--- src/rtl/mux_pkg.sv ---
// Shared types and helpers for the N-to-1 arbitrated output mux.
package mux_pkg;

    typedef enum logic {
        ARB_RR    = 1'b0,
        ARB_FIXED = 1'b1
    } arb_mode_e;

    // Grant index width, never narrower than one bit.
    function automatic int sel_w(input int n);
        return (n <= 2) ? 1 : $clog2(n);
    endfunction

endpackage

--- src/rtl/rr_arbiter.sv ---
// Combinational arbiter: round-robin from ptr, or fixed priority with channel 0 highest.
module rr_arbiter
    import mux_pkg::*;
#(
    parameter int NUM_CH = 4,
    parameter int SEL_W  = sel_w(NUM_CH)
) (
    input  logic [NUM_CH-1:0] req,
    input  logic [SEL_W-1:0]  ptr,
    input  arb_mode_e         mode,
    output logic [NUM_CH-1:0] grant_onehot,
    output logic [SEL_W-1:0]  grant_idx,
    output logic              any
);

    logic [SEL_W:0] start;
    logic [SEL_W:0] cand;
    logic           found;

    // Scan NUM_CH candidates starting at 'start'; the extra bit keeps the wrap exact.
    always_comb begin
        grant_onehot = '0;
        grant_idx    = '0;
        found        = 1'b0;
        cand         = '0;
        start        = (mode == ARB_FIXED) ? '0 : {1'b0, ptr};
        for (int i = 0; i < NUM_CH; i++) begin
            cand = start + (SEL_W+1)'(i);
            if (cand >= (SEL_W+1)'(NUM_CH)) begin
                cand = cand - (SEL_W+1)'(NUM_CH);
            end
            if (!found && req[cand[SEL_W-1:0]]) begin
                found                          = 1'b1;
                grant_idx                      = cand[SEL_W-1:0];
                grant_onehot[cand[SEL_W-1:0]]  = 1'b1;
            end
        end
    end

    assign any = |req;

endmodule

--- src/rtl/mux_arb_nto1.sv ---
// N-to-1 arbitrated mux with a single registered output stage.
module mux_arb_nto1
    import mux_pkg::*;
#(
    parameter int  DATA_W = 32,
    parameter int  NUM_CH = 4,
    localparam int SEL_W  = sel_w(NUM_CH)
) (
    input  logic                     i_clk,
    input  logic                     i_rst_n,
    input  logic                     i_mode,
    input  logic [NUM_CH-1:0]        i_valid,
    input  logic [NUM_CH*DATA_W-1:0] i_data,
    output logic [NUM_CH-1:0]        o_ready,
    output logic                     o_valid,
    output logic [DATA_W-1:0]        o_data,
    output logic [SEL_W-1:0]         o_sel,
    input  logic                     i_ready
);

    // Handshake: a word moves on any rising edge where valid and ready are both
    // high. Inputs: i_valid[k] & o_ready[k]. Output: o_valid & i_ready. Once
    // o_valid is high it holds with stable o_data/o_sel until accepted.

    logic [SEL_W-1:0]  ptr;
    logic [SEL_W-1:0]  next_ptr;
    logic [NUM_CH-1:0] grant_onehot;
    logic [SEL_W-1:0]  grant_idx;
    logic              any;
    logic              ld;
    logic              xfer;
    logic [DATA_W-1:0] grant_data;

    rr_arbiter #(
        .NUM_CH (NUM_CH),
        .SEL_W  (SEL_W)
    ) u_arb (
        .req          (i_valid),
        .ptr          (ptr),
        .mode         (arb_mode_e'(i_mode)),
        .grant_onehot (grant_onehot),
        .grant_idx    (grant_idx),
        .any          (any)
    );

    assign ld   = !o_valid || i_ready;
    assign xfer = ld && any;

    // Gated by reset so no channel sees an accept while the block is held in reset.
    assign o_ready = (i_rst_n && xfer) ? grant_onehot : '0;

    assign next_ptr = (grant_idx == SEL_W'(NUM_CH - 1)) ? '0 : grant_idx + SEL_W'(1);

    // Only the granted channel's slice reaches the output register.
    always_comb begin
        grant_data = '0;
        for (int k = 0; k < NUM_CH; k++) begin
            if (grant_onehot[k]) begin
                grant_data = i_data[k*DATA_W +: DATA_W];
            end
        end
    end

    always_ff @(posedge i_clk or negedge i_rst_n) begin
        if (!i_rst_n) begin
            o_valid <= 1'b0;
            o_data  <= '0;
            o_sel   <= '0;
            ptr     <= '0;
        end else if (ld) begin
            if (any) begin
                o_valid <= 1'b1;
                o_data  <= grant_data;
                o_sel   <= grant_idx;
                ptr     <= next_ptr;
            end else begin
                o_valid <= 1'b0;
            end
        end
    end

endmodule

--- config.mk ---
export PLATFORM = sky130hd
export DESIGN_NAME = mux_arb_nto1
export DESIGN_NICKNAME = d
export VERILOG_FILES = /design/src/rtl/mux_pkg.sv /design/src/rtl/rr_arbiter.sv /design/src/rtl/mux_arb_nto1.sv
export SDC_FILE = /design/constraint.sdc
export NUM_CORES = 1
export LEC_CHECK = 0
export CORE_UTILIZATION = 40
export CTS_BUF_LIST = sky130_fd_sc_hd__clkbuf_8
export CTS_CLUSTER_SIZE = 25
export DETAILED_ROUTE_END_ITERATION = 10
export GPL_TIMING_DRIVEN = 0
export PLACE_DENSITY = 0.88
export RECOVER_POWER = 100
export REMOVE_ABC_BUFFERS = 1
export SYNTH_ARGS = -nofsm -noshare
export SYNTH_HDL_FRONTEND = slang
export SYNTH_HIERARCHICAL = 1
export SYNTH_SLANG_ARGS = --single-unit
--- constraint.sdc ---
create_clock -name i_clk -period 3.4 [get_ports i_clk]
set_input_delay 0.68 -clock i_clk [delete_from_list [all_inputs] [get_ports i_clk]]
set_output_delay 0.68 -clock i_clk [all_outputs]
set_load 0.1 [all_outputs]
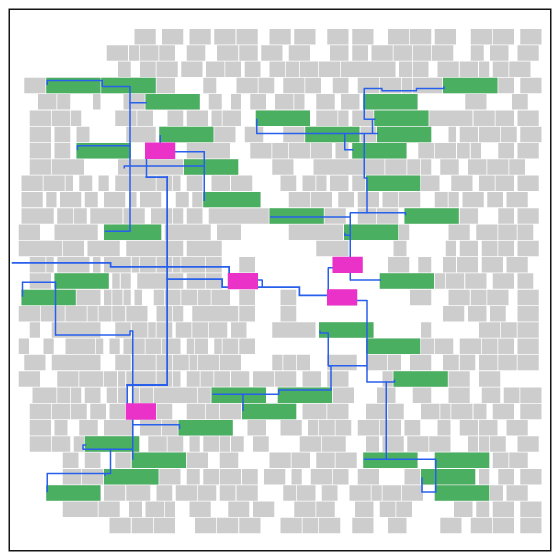
Fig. 1. Clock network drawn from the DEF (run 1).
legend:
  magenta:
    item: clock drivers
    count: 5
  blue:
    item: clock wires
    length: 510 µm
  green:
    item: flip-flops
    count: 37
routed clock nets: 6
flops lie: all over the die

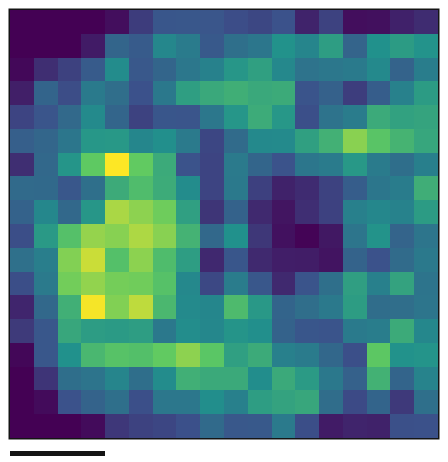
Fig. 2. Signal metal coverage by tile (run 1).
The bar under the picture is 20 µm long. The die is cut into 18 by 18 equal tiles; dark purple is low, yellow is high, scaled to the fullest tile. Values are wire area over tile area, all layers added.
fullest tile: 0.70
densest ninth of the die: left middle
emptiest ninth of the die: top left
tiles over half the peak: 30%
mean over tiles: 0.28
nearly empty tiles: 4.3%

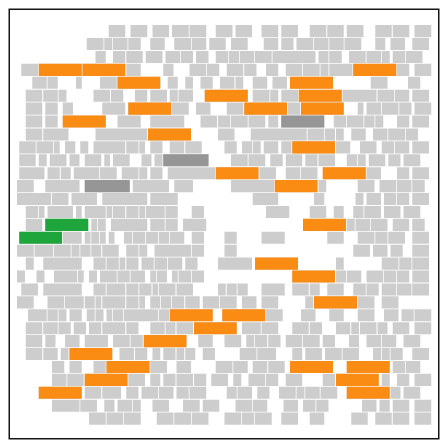
Fig. 3. Sequential cells grouped by signal name (run 1).
legend:
  green:
    netlist_name: o_sel
    flops: 2
  orange:
    netlist_name: o_data
    flops: 32
    where: all over the die

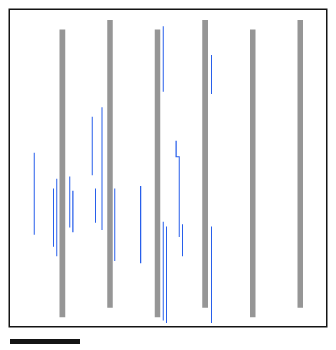
Fig. 4. Metal 4 (run 1).
The bar under the picture is 20 µm long. Supply wires on this layer in grey.
wire length on this layer: 338 µm
main direction: vertical
nets with wire on the layer: 17
longest straight run: 34.7 µm
DRT Wirelength: 13,490 µm
Via Count: 3,804

==> reports/results.ini, run 1 <==
[global_routing]
grt_pass1_wl_um = 20090
track_usage_pct = 30.82
gr-total-overflow = 0

[clock_tree]
postCtsResizedCells = 61
cts.sinks = 37
numCtsBuffers = 5
cts_setup_buffers = 17
htree_levels = 2
clkTransAtPathRegs_ns = 0.08

[route]
dr.pass1.iters = 7
avgRoutedWirePerCell_um = 21.15
ant_nets = 0
drt_iter0_drc = 236

[synthesis]
ys_cells = 349
netlist_area_um2 = 3107
synth-edff-count = 0
yosysChipArea_um2 = 3107
synth_cell_types = 48
syn_area_per_cell_um2 = 8.902
postSynthSeqShare_pct = 29.80
async_reset_ff_share_pct = 100.0

[run_status]
status = finished, violations left
violations = setup timing

[die]
die_area_um2 = 8123
num_rows = 31
die_y_um = 90.13
fp.dieW_um = 90.13

[critical_path]
cp.arrival_ns = 2.80
cp.buffers_inverters = 3
critPathMaxFanout = 12

[timing]
setup_ws_ns = -0.07546
tightest_slew_ns = 1.393
fmax_mhz = 287.7
fin_crit_sh_pct = 102.2
setup_violations = 3

[worst_hold_path]
hp-class = in2async

[placed_design]
io_buffers = 174

[power]
leakage_nw = 2.518
p_per_area_nw_per_um2 = 963.0

[flow_run]
warnings = 27

[finish]
diodes = 0
area_growth_pct = 78.41
drive_gt1_share_pct = 18.37

-- run 1: final cells by class --
cell class | count | area share, %
clock buffer | 6 | 1.490
clock inverter | 2 | 0.6772
inverter | 6 | 0.4063
multi-input combinational | 272 | 38.96
sequential | 37 | 16.75
tap | 99 | 2.235
timing repair buffer | 216 | 39.48
-- run 1: kinds of logic (layout without fill, tap and decap cells) --
logic type,Yosys count,after routing,share of synthesized area [%]
adders and majority gates,1,1,0.4027
muxes,8,8,3.504
buffers and inverters,43,230,6.726
AOI/OAI and AO/OA,122,125,31.17
and+or+nand+nor,138,138,28.39
DFF,37,37,29.80
-- run 1: placed cells by master, fill, tap and decap left out, types with 3 or more instances in the layout --
cell type,instances
clkdlybuf4s50_1,164
dfrtp_1,35
nand2b_1,34
buf_4,34
a21o_1,32
a211oi_1,32
and3b_1,31
nand3_1,31
o2bb2ai_1,31
nand2_1,8
nor2_1,6
a21oi_1,6
clkbuf_8,6
buf_12,5
o21ai_0,5
nand2b_4,4
inv_1,4
and3_1,3
mux2_4,3
nor2_2,3
nor3_2,3
-- run 1: metal layers --
metal | vias up | global-route usage [%] | part of all wire (%)
li1 | 1705 | - | -
met1 | 1828 | 38.50 | 40
met2 | 235 | 53.31 | 48
met3 | 36 | 6.007 | 9.1
met4 | 0 | 9.677 | 2.5
met5 | - | 0 | 0
-- run 1: power by group --
group,switching (W),internal [W]
combinational,0.00264,0.00152
sequential,0.000128,0.000638
clock,0.000171,0.000239
-- run 1: synthesized netlist by cell type (2+ instances only) --
library cell,number,share of area (%)
nand2b_1,38,7.7
dfrtp_1,37,30
a211oi_1,32,7.7
a21o_1,32,7.7
nand3_1,32,5.2
and3b_1,31,8.7
o2bb2ai_1,31,8.7
buf_2,14,2.3
clkbuf_1,14,1.7
nand2_1,8,0.97
nor2_1,8,0.97
a21oi_1,6,0.97
buf_4,6,1.4
and3_1,5,1.0
inv_1,5,0.60
o21ai_0,5,0.81
a221o_1,4,1.3
mux2_4,3,1.4
mux2i_1,3,0.97
nor3_1,3,0.48
and2_1,2,0.40
buf_1,2,0.24
nand3b_1,2,0.48
nor2_2,2,0.40
-- run 1: final timing paths --
path                       depth (start not counted)          to  startpoint  slack (ns)
min in group i_clk                                 1  o_data[20]  o_data[20]        0.49
hold / removal                                     1  o_data[12]     i_rst_n        0.20
max in group asynchronous                          2      ptr[1]     i_rst_n        2.71
setup reg to reg                                  14  o_data[18]      ptr[0]        0.10
setup / recovery                                  10  o_ready[2]      i_mode       -0.08
hold reg to reg                                    1  o_data[20]  o_data[20]        0.49
-- run 1: flip-flops by register name (all words and copies together), names as in the netlist --
| register | flops |
|---|---|
| ptr | 2 |
| o_valid | 1 |
| o_sel | 2 |
| o_data | 32 |
-- run 1: per-stage QoR --
stage,power [W],area [µm²],setup TNS (ns),setup slack [ns]
finish,0.005337,5543,-0.1012,-0.07546
global route,0.005545,5543,-0.2384,-0.1079
CTS,0.005046,5309,-0.2708,-0.09881
detailed placement,0.004284,4895,-50.17,-2.349
global placement,0.004144,4786,-109.68,-3.463
floorplan,0.003276,2920,-21.15,-1.260
Fig. 5: run 1, cell outlines without signal wires
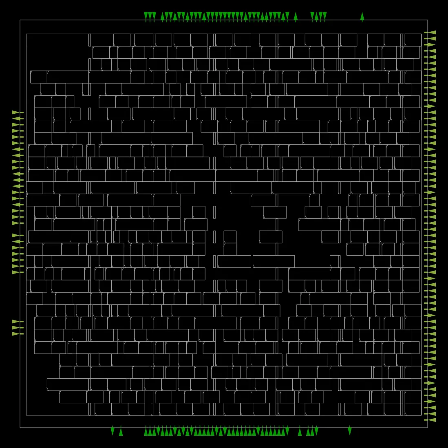

==> run 2: changes to the inputs <==
GPL_TIMING_DRIVEN = default   (was 0)
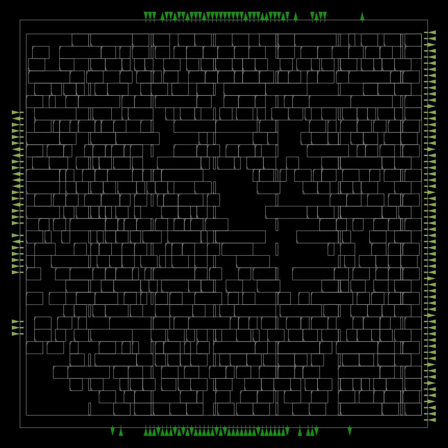
Fig. 6. Cell outlines without signal wires (run 2).
core area: 7370 µm²
FP Rows: 31

==> reports/results.ini, run 2 <==
[global_routing]
gr-total-overflow = 0  ; unchanged
grt_pass1_wl_um = 19230  ; -4.3%
track_usage_pct = 28.98  ; -1.8 points

[critical_path]
cp.buffers_inverters = 4  ; +1
cp.arrival_ns = 2.67  ; -0.13 ns
critPathMaxFanout = 7  ; -5

[finish]
drive_gt1_share_pct = 16.39  ; -2.0 points
lay_top_count = clkdlybuf4s50_1
diodes = 0  ; unchanged
area_growth_pct = 70.60
largestRegisters = o_data: 32 flops, o_sel: 2 flops, ptr: 2 flops
lay_top_cells = clkdlybuf4s50_1 (129), buf_4 (43), nand2b_1 (36)
regMostFlops = o_data
largest_reg_flops = 32  ; unchanged

[run_status]
status = complete, no violations

[timing]
fin_crit_sh_pct = 98.67  ; -3.5 points
setup_violations = 0  ; -3
tightest_slew_ns = 1.405  ; +0.01226 ns
fmax_mhz = 298.1  ; +3.6%
setup_ws_ns = 0.04523  ; +0.1207 ns

[power]
power.total_w = 0.004824  ; -9.6%
leakage_nw = 2.485  ; -1.3%

[synthesis]
ys_sh_aoi_pct = 31.17  ; unchanged
synth_top_cell_by_area = dfrtp_1
ys_sh_adder_pct = 0.4027  ; unchanged
synth-edff-count = 0  ; unchanged
syn_area_per_cell_um2 = 8.902  ; unchanged
most_common_cell = nand2b_1
yosysTopAreaCellShare_pct = 29.80  ; unchanged
ys_sh_mux_pct = 3.504  ; unchanged
postSynthSeqShare_pct = 29.80  ; unchanged
top_logic_kind = AND-OR/OR-AND gates
top_cells_by_area = dfrtp_1 (30%), and3b_1 (8.7%), o2bb2ai_1 (8.7%)
yosysChipArea_um2 = 3107  ; unchanged
xor_share_pct = 0  ; unchanged
synth_cell_types = 48  ; unchanged
ys_cells = 349  ; unchanged
yosys.area_share.simple_pct = 28.39  ; unchanged

[worst_hold_path]
hp-class = in2async

[clock_tree]
cts.sinks = 37  ; unchanged
clkTransAtPathRegs_ns = 0.08  ; about the same
numCtsBuffers = 5  ; unchanged

[die]
die_y_um = 90.13  ; unchanged
die_area_um2 = 8123  ; unchanged

[route]
dr.pass1.iters = 4  ; -3
drt_iter0_drc = 185  ; -22%
avgRoutedWirePerCell_um = 18.63  ; -12%
ant_nets = 0  ; unchanged

[flow_run]
warnings = 25  ; -7.4%

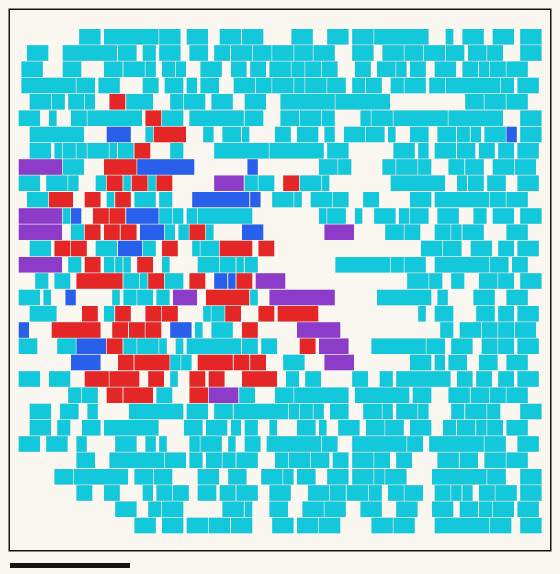
Fig. 7. Cells by drive strength (run 2).
The bar under the picture is 20 µm long.
legend:
  red:
    size: _3 and _4 cells
    cells: 58
    most_used: buf_4
  cyan:
    size: _0 and _1 cells
    cells: 454
    most_used: clkdlybuf4s50_1
  purple:
    size: _6 and larger
    cells: 13
    most_used: clkbuf_8
  blue:
    size: _2 cells
    cells: 18

-- run 2: cell counts after synthesis --
No cell type changed its count.
-- run 2: power by group --
group	internal [W]	switching, W	leakage [nW]
clock	0.000236	0.000163	0.0626
sequential	0.000638	0.000139	0.458
combinational	0.00120	0.00244	1.96
-- run 2: layout make-up --
type	count	area, µm²
inverters	6	22.52
clock buffers	6	82.58
flip-flops and latches	37	928.4
clock inverters	2	33.78
fillers	591	2069
multi-input cells	269	2051
repair buffers	223	2058
well taps	99	123.9
-- run 2: timing repair --
action	CTS	global route
resized	13	13
buffers inserted	8	3
setup endpoints to repair	26	6
pin swaps	4	7
-- run 2: logic make-up (layout without fill, tap and decap cells) --
logic type	Yosys count	in the layout
flops	37	37
fa+ha+maj	1	1
buf+inv	43	237
mux	8	8
simple gates	138	138
compound gates	122	122
-- run 2: routing by layer --
metal  vias up  routed length, µm  GRT usage, %
li1       1695                  -             -
met2       179               5973         51.02
met3        13                667         4.230
met1      1802               5158         38.10
met5         -                  0             0
met4         0                159         4.704
-- run 2: path summary, 6_finish.rpt --
check | start | endpoint | depth (start not counted)
hold / removal | i_rst_n | o_data[12] | 1
min in group i_clk | o_data[23] | o_data[23] | 1
max in group asynchronous | i_rst_n | ptr[0] | 2
hold reg to reg | o_data[23] | o_data[23] | 1
setup / recovery | i_mode | o_ready[1] | 10
setup reg to reg | ptr[0] | ptr[1] | 17
-- run 2: per-stage QoR --
step	instances	instance area (µm²)	TNS [ns]
finish	642	5300	0
global route	642	5300	-0.02463
CTS	639	5306	0
detailed placement	623	5101	-11.32
global placement	623	5101	-9.935
floorplan	312	2920	-21.15
Power figures rest on the tool's default switching activity, not on a simulated workload.
